Design ghost_event_ctrl, sky130hd; sources not shown.
Fig. 1: cell sizes after repair
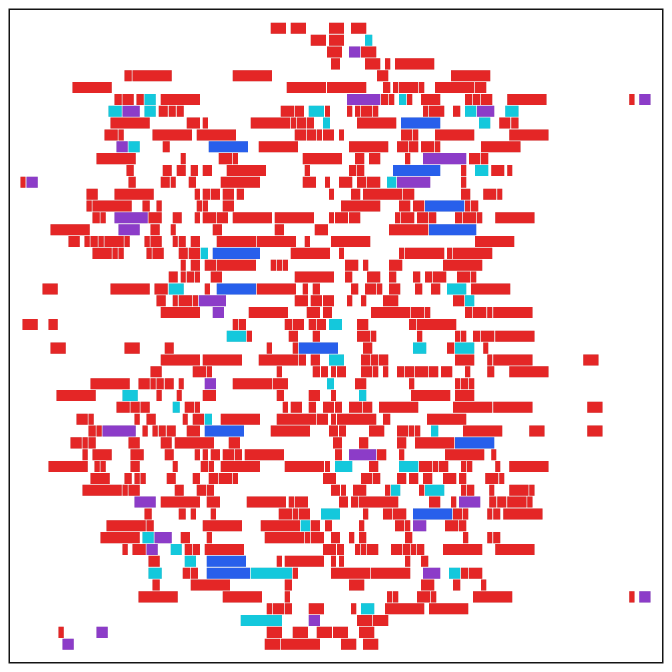
colour	size	cells	share	most used
purple	drive 3 to 4	26	3.9%	buf_4
red	drive 1 or less	586	88%	dfrtp_1
blue	drive 6 and up	13	1.9%	clkbuf_16
cyan	drive 2	42	6.3%	or3_2
final instance area: 6812 sq um
Non-clock buffers: 59
P&R area growth vs syn: 18.79%

Fig. 2: cells coloured by class
Scale bar: 50 um.
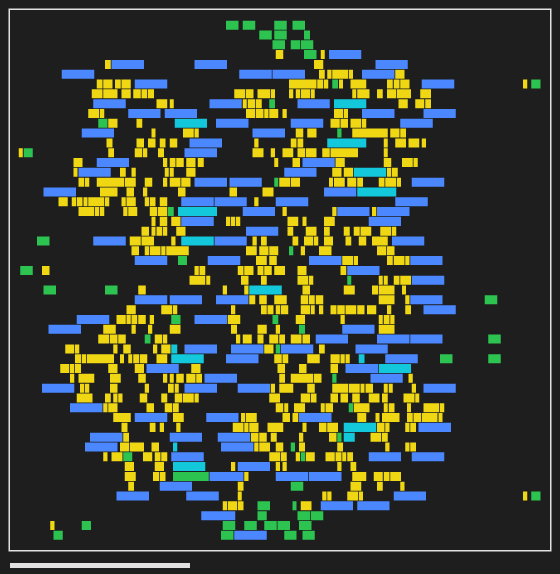
colour	class	cells	share of their area
yellow	all other logic	489	48%
green	other buffers and delay cells	59	7.4%
cyan	clock drivers and dummy loads	16	5.2%
blue	flip-flops	103	40%
site row count: 53
flop share of the area: 0.3788
final core occ: 0.3251
core area: 20960 sq um

Fig. 3: the clock network
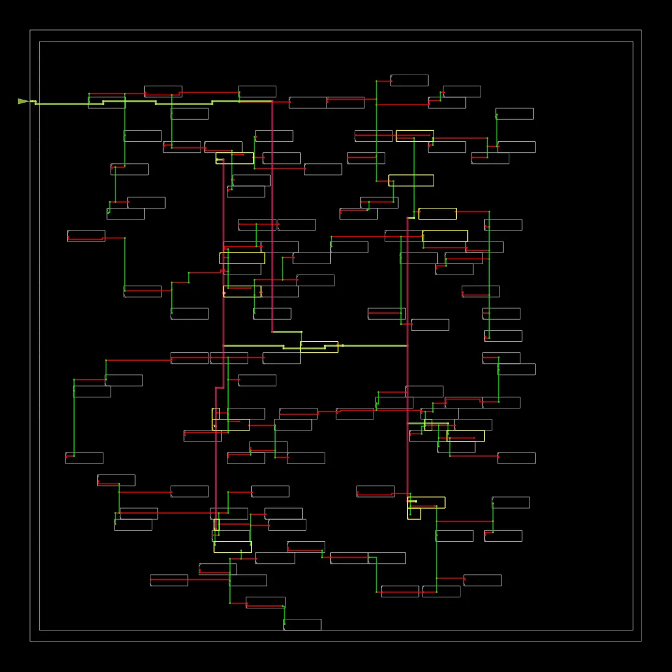
clock net sink count: 103
seq_cells: 103
clkbuf count: 10

Fig. 4: clock wires, drivers and flops
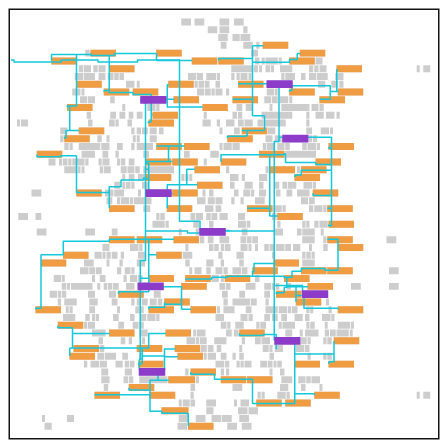
[purple] cells driving clock nets | count: 9
[orange] flip-flops | count: 103
[cyan] clock wires | length: 1540 um
routed clock nets	10
Clk. pwr: 0.00104 W
Skew-Pair Late Insertion Delay: 0.35 ns
Clk network pwr share: 0.224

==> qor.yml <==
final_cells: 942
fin_ws_ns: 0.4288
grt_pass1_wl_mm: 23.09
synth.most_common_cell: "dfrtp_1"
place_hpwl_mm: 9.605
worst_slew_pin_slew_ns: 0.9100
cp_slowest_cell: "or4_2"
synth_flop_count: 103
drt_pre_antenna_iters: 4
grt_max_degree: 67
clk_path_buf_depth: 2
htreeDepth: 3
ys_chip_area_sq_um: 5734
drc: 0
critical_path.startpoint_type: "flop"
maxCapViolCount: 0
power.leakage_nw: 2.743
total_power_w: 0.004642
pwr-share-seq: 0.370
initCoreUtil: 0.2736
ys_seq_share: 0.4499
drt_iter0_drc: 301
synthArstFlopShare: 1.000
r2r_cells: 9
worstPathCellList: "or4_4 > nor4_2 > nand2_2 > or3_1 > nand3_4 > a211o_1 > nand4_1 > or4_2 > a21oi_1"
crit_buf_inv: 0
synth-cells-yosys: 613
tool_warnings: 31
synth.top_cell.area_share: 0.4408
worstSetupPathType: "flop to flop"
die_w_um: 149.7
finalSetupViolCount: 0
grtUsageTotal: 0.1289
synthCells: 613
status: "finished clean"
nFillCells: 2238
rsz0062_at_grt: "no"
worst register-to-register path: stages, from the launching register on:
cell and delay (ns):
dfrtp_1 0.42, or4_4 0.58, nor4_2 0.33, nand2_2 0.16, or3_1 0.52, nand3_4 0.19
a211o_1 0.22, nand4_1 0.19, or4_2 0.59, a21oi_1 0.15
kinds of logic after synthesis:
| group | count (synthesis) | synth area share |
|---|---|---|
| simple gates | 285 | 0.2784 |
| compound gates | 137 | 0.1650 |
| other cells | 1 | 0.0006540 |
| fa+ha+maj | 10 | 0.02182 |
| mux | 1 | 0.001964 |
| xor+xnor | 30 | 0.04582 |
| buf+inv | 46 | 0.03644 |
| flops | 103 | 0.4499 |
layout make-up:
class / count / share of cell area
Buffer: 24 / 0.01855
Sequential cell: 103 / 0.3788
Tap cell: 275 / 0.05051
Inverter: 22 / 0.01212
Timing Repair Buffer: 35 / 0.05143
Multi-Input combinational cell: 467 / 0.4390
Clock buffer: 10 / 0.03362
Clock inverter: 6 / 0.01598
layout by cell type (no fill, tap or decap), types with 5 or more instances in the layout:
cell and instances:
nand2b_1 11, a21oi_1 29, nand2_1 48, or4_1 17
clkbuf_1 11, xnor2_1 11, or3_1 9, o21ai_0 31
nand3_1 14, inv_1 22, a21boi_0 6, buf_4 11
xor2_1 19, nor3_1 19, clkbuf_16 9, buf_2 5
o211ai_1 8, a31oi_1 12, nor2_1 80, or3_2 9
dfrtp_1 101, clkdlybuf4s50_1 29, and2_1 5, ha_1 10
nand4_1 11, nor4_1 15, o31ai_1 12
layer usage:
layer	vias up	global-route usage	share of wire
met2	51	0.2014	0.46
met5	-	0	0
met4	0	0.05425	0.019
li1	2348	-	-
met1	2255	0.1791	0.50
met3	15	0.01799	0.022
Power and IR drop assume default switching activity.
